**Metal 1**

Scale bar: 200 um.
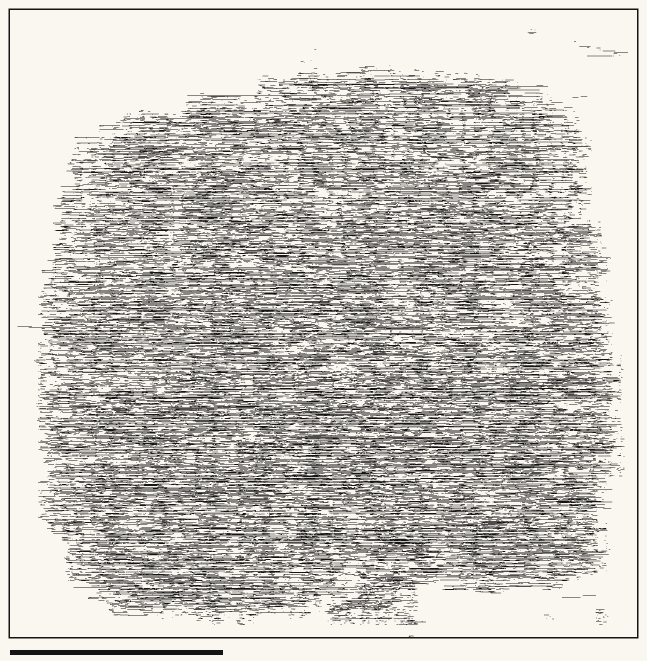
**The metal 2 layer**

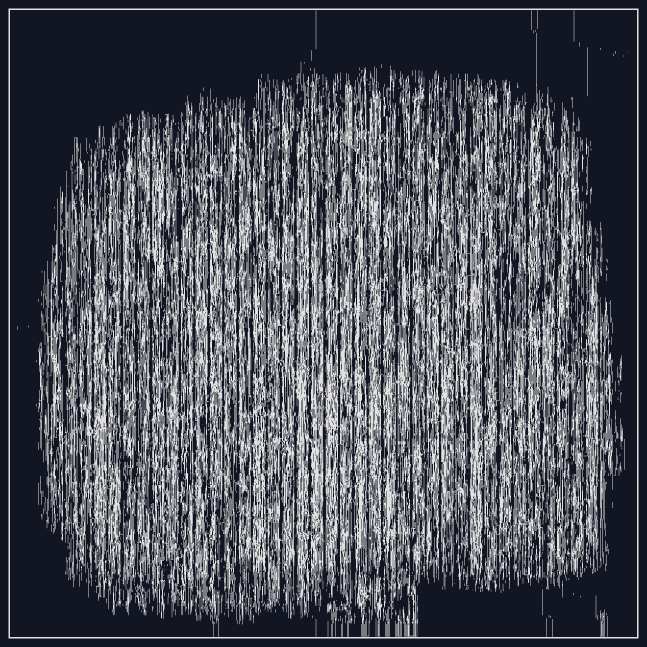
**M3 wires**

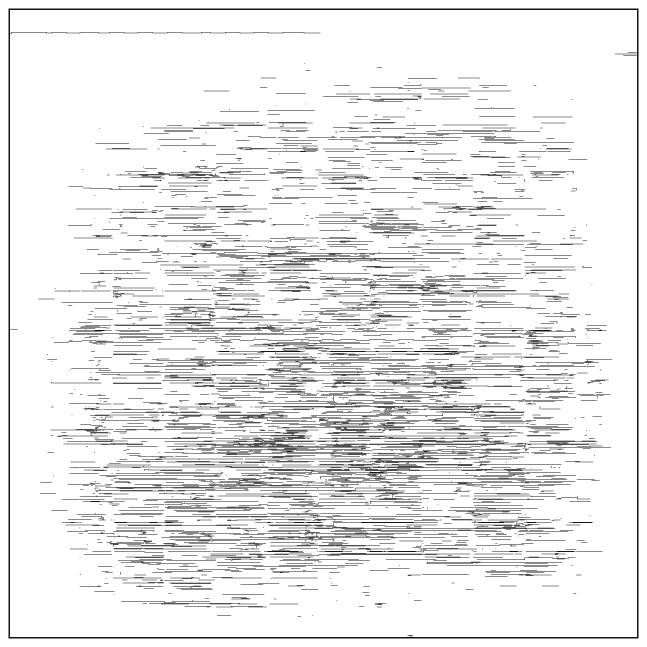
<file path="config.mk">
export PLATFORM = sky130hd
export DESIGN_NAME = tile_map_scheduler_flat
export DESIGN_NICKNAME = d
export VERILOG_FILES = /design/src/rtl/tile_map_scheduler_pkg.sv /design/src/rtl/tile_map_scheduler_if.sv /design/src/rtl/tile_map_scheduler_ram.sv /design/src/rtl/tile_map_scheduler.sv /design/src/flat_wrapper.sv
export SDC_FILE = /design/constraint.sdc
export NUM_CORES = 2
export LEC_CHECK = 0
export CORE_MARGIN = 10
export CORE_UTILIZATION = 45
export DETAILED_ROUTE_END_ITERATION = 7
export GPL_ROUTABILITY_DRIVEN = 0
export RECOVER_POWER = 50
export SYNTH_ARGS = -nofsm -noshare
export SYNTH_HDL_FRONTEND = slang
export SYNTH_SLANG_ARGS = --single-unit
</file>
<file path="constraint.sdc">
create_clock -name vga_clk -period 65 [get_ports vga_clk]
set_clock_uncertainty 0.1 [all_clocks]
set_input_delay 9.75 -clock vga_clk [delete_from_list [all_inputs] [get_ports vga_clk]]
set_output_delay 9.75 -clock vga_clk [all_outputs]
set_load 0.005 [all_outputs]
</file>
<file path="src/rtl/tile_map_scheduler_pkg.sv">
// Shared types and geometry for the tile-map drawing path.
package tile_pkg;
  localparam int unsigned MAP_COLS  = 40;
  localparam int unsigned MAP_ROWS  = 30;
  localparam int unsigned MAP_DEPTH = MAP_COLS * MAP_ROWS;
  localparam int unsigned TILE_W    = 3;
  localparam int unsigned IDX_W     = 6;
  localparam int unsigned ADDR_W    = 11;

  typedef logic [TILE_W-1:0] tile_id_t;
  typedef logic [ADDR_W-1:0] map_addr_t;

  localparam tile_id_t CLEAR_TILE = '0;

  typedef enum logic {IDLE, CLEAR} state_t;

  function automatic map_addr_t cell_addr(input logic [4:0] row, input logic [5:0] col);
    return map_addr_t'(row) * map_addr_t'(MAP_COLS) + map_addr_t'(col);
  endfunction
endpackage

</file>
<file path="src/rtl/tile_map_scheduler_if.sv">
// Host write handshake and clear-sweep control for the tile-map scheduler.
interface tile_map_scheduler_if;
  import tile_pkg::*;

  logic      host_req;
  map_addr_t host_addr;
  tile_id_t  host_tile;
  logic      host_ack;
  logic      clear_start;
  logic      busy;
  logic      clear_done;

  modport master (
    output host_req, host_addr, host_tile, clear_start,
    input  host_ack, busy, clear_done
  );

  modport slave (
    input  host_req, host_addr, host_tile, clear_start,
    output host_ack, busy, clear_done
  );
endinterface

</file>
<file path="src/rtl/tile_map_scheduler_ram.sv">
// 1200x3 single-port tile map, synchronous read and write (block RAM style).
module tile_map_ram
  import tile_pkg::*;
(
  input  logic      vga_clk,
  input  logic      we,
  input  map_addr_t addr,
  input  tile_id_t  wdata,
  output tile_id_t  q
);
  tile_id_t mem [MAP_DEPTH];

  always_ff @(posedge vga_clk) begin
    if (we) mem[addr] <= wdata;
    q <= mem[addr];
  end
endmodule

</file>
<file path="src/rtl/tile_map_scheduler.sv">
// Per-pixel tile lookup pipeline sharing one map port with host writes and a clear sweep.
module tile_map_scheduler
  import tile_pkg::*;
(
  input  logic                  vga_clk,
  input  logic                  reset,
  input  logic [9:0]            DrawX,
  input  logic [9:0]            DrawY,
  input  logic                  blank,
  tile_map_scheduler_if.slave   host,
  output logic [10:0]           rom_address,
  input  logic [IDX_W-1:0]      rom_q,
  output logic [IDX_W-1:0]      pix_index,
  output logic                  pix_active
);
  state_t    state;
  map_addr_t clr_cnt;
  map_addr_t map_addr;
  logic      map_we;
  tile_id_t  map_wdata;
  tile_id_t  tile_id;
  logic [3:0] px_q, py_q;
  logic      blank_d1, blank_d2;
  logic      host_take, clear_take;
  logic      unused_draw_y9;

  always_comb unused_draw_y9 = DrawY[9];

  // Port arbitration. A host request is not re-taken during its own ack
  // cycle, since the host only releases req after it has seen ack.
  always_comb begin
    host_take  = !blank && (state == IDLE) && host.host_req && !host.host_ack
                 && !host.clear_start;
    clear_take = !blank && (state == CLEAR);
    map_addr   = '0;
    map_we     = 1'b0;
    map_wdata  = CLEAR_TILE;
    if (blank) begin
      map_addr = cell_addr(DrawY[8:4], DrawX[9:4]);
    end else if (clear_take) begin
      map_addr = clr_cnt;
      map_we   = 1'b1;
    end else if (host_take) begin
      map_addr  = host.host_addr;
      map_we    = host.host_addr < map_addr_t'(MAP_DEPTH);
      map_wdata = host.host_tile;
    end
  end

  tile_map_ram u_map (
    .vga_clk (vga_clk),
    .we      (map_we),
    .addr    (map_addr),
    .wdata   (map_wdata),
    .q       (tile_id)
  );

  always_ff @(posedge vga_clk) begin
    if (reset) begin
      state           <= IDLE;
      clr_cnt         <= '0;
      host.busy       <= 1'b0;
      host.clear_done <= 1'b0;
      host.host_ack   <= 1'b0;
    end else begin
      host.host_ack   <= host_take;
      host.clear_done <= 1'b0;
      case (state)
        IDLE: begin
          if (host.clear_start) begin
            state     <= CLEAR;
            host.busy <= 1'b1;
          end
        end
        CLEAR: begin
          if (clear_take) begin
            if (clr_cnt == map_addr_t'(MAP_DEPTH - 1)) begin
              state           <= IDLE;
              host.busy       <= 1'b0;
              host.clear_done <= 1'b1;
              clr_cnt         <= '0;
            end else begin
              clr_cnt <= clr_cnt + 1'b1;
            end
          end
        end
        default: state <= IDLE;
      endcase
    end
  end

  always_ff @(posedge vga_clk) begin
    px_q <= DrawX[3:0];
    py_q <= DrawY[3:0];
  end

  always_comb rom_address = {tile_id, py_q, px_q};

  always_ff @(posedge vga_clk) begin
    if (reset) begin
      blank_d1   <= 1'b0;
      blank_d2   <= 1'b0;
      pix_index  <= '0;
      pix_active <= 1'b0;
    end else begin
      blank_d1   <= blank;
      blank_d2   <= blank_d1;
      pix_active <= blank_d2;
      pix_index  <= blank_d2 ? rom_q : '0;
    end
  end
endmodule

</file>
<file path="src/flat_wrapper.sv">
// flat-port wrapper written by rule: the top's interface ports become plain ports
module tile_map_scheduler_flat import tile_pkg::*;
  (vga_clk, reset, DrawX, DrawY, blank, rom_address, rom_q, pix_index, pix_active, host_host_req, host_host_addr, host_host_tile, host_clear_start, host_host_ack, host_busy, host_clear_done);
  tile_map_scheduler_if host_i ();
  input  logic vga_clk;
  input  logic reset;
  input  logic [9:0] DrawX;
  input  logic [9:0] DrawY;
  input  logic blank;
  output logic [10:0] rom_address;
  input  logic [IDX_W-1:0] rom_q;
  output logic [IDX_W-1:0] pix_index;
  output logic pix_active;
  input wire logic [$bits(host_i.host_req)-1:0] host_host_req;
  input wire logic [$bits(host_i.host_addr)-1:0] host_host_addr;
  input wire logic [$bits(host_i.host_tile)-1:0] host_host_tile;
  input wire logic [$bits(host_i.clear_start)-1:0] host_clear_start;
  output wire logic [$bits(host_i.host_ack)-1:0] host_host_ack;
  output wire logic [$bits(host_i.busy)-1:0] host_busy;
  output wire logic [$bits(host_i.clear_done)-1:0] host_clear_done;
  assign host_i.host_req = host_host_req;
  assign host_i.host_addr = host_host_addr;
  assign host_i.host_tile = host_host_tile;
  assign host_i.clear_start = host_clear_start;
  assign host_host_ack = host_i.host_ack;
  assign host_busy = host_i.busy;
  assign host_clear_done = host_i.clear_done;
  tile_map_scheduler u_core (.vga_clk(vga_clk), .reset(reset), .DrawX(DrawX), .DrawY(DrawY), .blank(blank), .host(host_i), .rom_address(rom_address), .rom_q(rom_q), .pix_index(pix_index), .pix_active(pix_active));
endmodule
</file>
==> ci_impl_report.md <==
### Yosys + OpenROAD results

| Metric | Value |
|---|---|
| Status | `finished, violations left` |
| Failing checks | `design-rule violations, max-capacitance violations, max-slew violations` |
| CTS clk-pin slew, worst paths | `0.06 ns` |
| CTS buffer count | `378` |
| Sequential share of power | `50.9%` |
| Registers, synthesis | `3635` |
| Placed insts | `14020` |
| Final WL | `505.2 mm` |
| Most used flip-flop cell | `edfxtp_1` |
| DRC Markers | `11` |
| CP startpoint kind | `primary input` |
| Max VDD drop | `25.06 uV` |
| Crit path top cell by count | `clkbuf_1` |
| Area-dominant class | `sequential cells` |
| Pint | `3.850 mW` |
| Mux area share | `7.957%` |
| Chip area | `346200 um2` |
| Comb area share | `20.80%` |
| Switch share | `23.39%` |
| Seq/Total Area, Yosys | `74.84%` |
| Crit path from | `blank` |
| First-pass DRT Iterations | `8` |
| Post-Layout Cell Count | `14730` |
| Design Power | `5.026 mW` |
| Share of cells above drive strength 1 | `8.204%` |
| TritonCTS clock tree | `built` |
| Fill cells | `26960` |
| CP Capture Type | `flip-flop` |
| N_diodes | `12` |
| Slowest cell on crit path | `clkbuf_1` |
| Count leader, synth | `edfxtp_1` |
| Leakage | `56.25 nW` |
| F_max | `34.35 MHz` |
| Simple-gate share of the synthesized area | `9.639%` |
| Worst Setup EP | `u_core.u_map.mem[25][2]` |
| Core box area | `321400 um2` |
| # Taps | `4305` |
| Routed Antenna Nets | `0` |
| Gr ovfl total | `0` |
| Gates resized, CTS repair | `0` |
| Top cell area share | `74.36%` |
| Cell area leaders | `edfxtp_1, mux2i_1, nand2_1` |
| Logic area | `33900 um2` |
| Slew Viols, Final | `3423` |
| RSZ-0062 raised after global routing | `no` |
| Most used routing layer | `met2` |
| Total GRT Usage | `27.95%` |
| First-pass GRT wire length | `696.4 mm` |
| Critical Path Stages | `6` |
| Fin area | `163000 um2` |
| Yosys Chip Area | `145400 um2` |
| Final core utilization | `50.71%` |
| Worst reg2reg startpoint | `u_core.state` |
| Met3 Use GR | `6.567%` |
| P_sw | `1.176 mW` |
| Post-CTS Setup Bufs | `0` |
| Distinct lib cells used | `71` |
| Kind of critical path | `in2reg` |
| Largest stage delay on the critical path | `7.09 ns` |
| Non-clk invs | `5` |
| Grt met2 use | `42.31%` |
| Yosys Instances | `10080` |
| Setup WS pre-CTS | `45.80 ns` |
| Gate power share | `6.6%` |
| Comb pwr | `0.332 mW` |
| Async set or reset register ratio after synthesis | `0%` |
| Worst hold start | `u_core.blank_d1` |
| Drt initial violations | `15230` |
| Slew margin rel. | `-542.6%` |
| Die W | `588.4 um` |
| Largest delay share family, worst path | `buffers and inverters` |
| Clk buf depth | `4` |
| Vias post-DR | `93400` |
| Hold Crit Class | `reg2reg` |
| Period minus WS final | `29.11 ns` |
| Clock buf count | `459` |
| OpenROAD warnings | `62` |
| DR vias/cell | `6.342` |
| Wl on met1 | `188.4 mm` |
| Syn avg cell area | `14.42 um2` |
| R2R cell count | `4` |
| Hold buffers post-CTS | `0` |
| Nonclk buf count | `352` |
| Clock root cell | `clkbuf_16` |
| Hold Path Sink | `u_core.blank_d2` |
| Worst hold stages | `1` |
| Least-Margin Pin Slew | `9.639 ns` |
| # IOs | `66` |
| Synth top cells by count | `edfxtp_1, nand2_1, nor2_1` |
| Max-Cap Viols | `67` |
| Post-DR wirelength/cell | `34.30 um` |
| Placed cell areas | `151400 um2` |
| Worst Path Buf+Inv | `4` |
| Ys Warns | `0` |
| Mapped Nets | `10140` |
| CP max FO | `230` |
| Met1 usage | `38.17%` |
| EDFF count, synth | `3600` |
| Vias in the first global route | `89300` |
| Area added between synthesis and finish | `12.11%` |
| Port Buf Inserts | `64` |
| Clk ins delay skew pair | `1.00 ns` |
| H-Tree Depth | `5` |
| Nets@finish | `10160` |
| RR Endpoint | `u_core.u_map.mem[25][2]` |
| Die Height | `588.4 um` |
| Yosys xor share | `0.08434%` |
| CTS sink count | `3635` |
| Final hold slack | `0.3412 ns` |
| Setup TNS | `0 ns` |
| Post-Synth Adder-Cell Area | `0.1136%` |
| CP cell instances | `dlygate4sd3_1 > clkbuf_1 > nor2_1 > and3_1 > clkbuf_1 > clkbuf_1` |
| Post-synthesis instance total | `10080` |
| Crit path required time | `64.22 ns` |
| Clock network area share | `7.360%` |
| Pwr top | `sequential cells` |
| Clock network power share | `42.5%` |
| Clock group total power | `2.14 mW` |
| Comb area leader | `simple AND/OR/NAND/NOR gates` |
| Met3 WL post-DR | `62.72 mm` |
| Final setup margin | `35.89 ns` |
| Top layer in use | `met5` |
| CP arrival | `28.33 ns` |
| Cell area after synthesis | `145400 um2` |
| DP HPWL | `278.4 mm` |
| Cell type with the largest total area | `edfxtp_1` |
| WL met2 | `224.9 mm` |
| Yosys aoi share | `5.152%` |
| Seq power | `2.56 mW` |
| Register Area | `108800 um2` |
| Setup Viol. Count Final | `0` |
| Rows | `208` |
| Pwr dens | `30.84 nW/um2` |
| Largest net degree at the start of global routing | `231` |
## Picture notes: 'metal 1'
nets with wire on the layer: 9826
longest straight run: 192 um

## Picture notes: 'the metal 2 layer'
nets with wire on the layer: 8451
wire length on this layer: 225 mm
longest straight run: 179 um
share of all routed wire: 45%

## Picture notes: 'M3 wires'
nets with wire on the layer: 1016
wire length on this layer: 62.7 mm
main direction: horizontal

-- cell usage in the layout, fill, tap and decap left out, types with 203 or more instances in the layout --
master / n
edfxtp_1: 3600
nand2_1: 1411
nor2_1: 1250
mux2i_1: 1132
o22ai_1: 523
a21oi_1: 382
clkbuf_16: 381
nand3_1: 259
buf_4: 228
nor4_1: 203
-- state kept, by name, indices dropped and copies added (netlist names) --
name and cells:
u_core.u_map.mem 3600, u_core.clr_cnt 11, u_core.py_q 4, u_core.host.busy 1
u_core.host.host_ack 1, u_core.host.clear_done 1, u_core.pix_active 1, u_core.blank_d2 1
u_core.pix_index 6, u_core.state 1, u_core.px_q 4, u_core.u_map.q 3
u_core.blank_d1 1
Power and IR drop assume default switching activity.
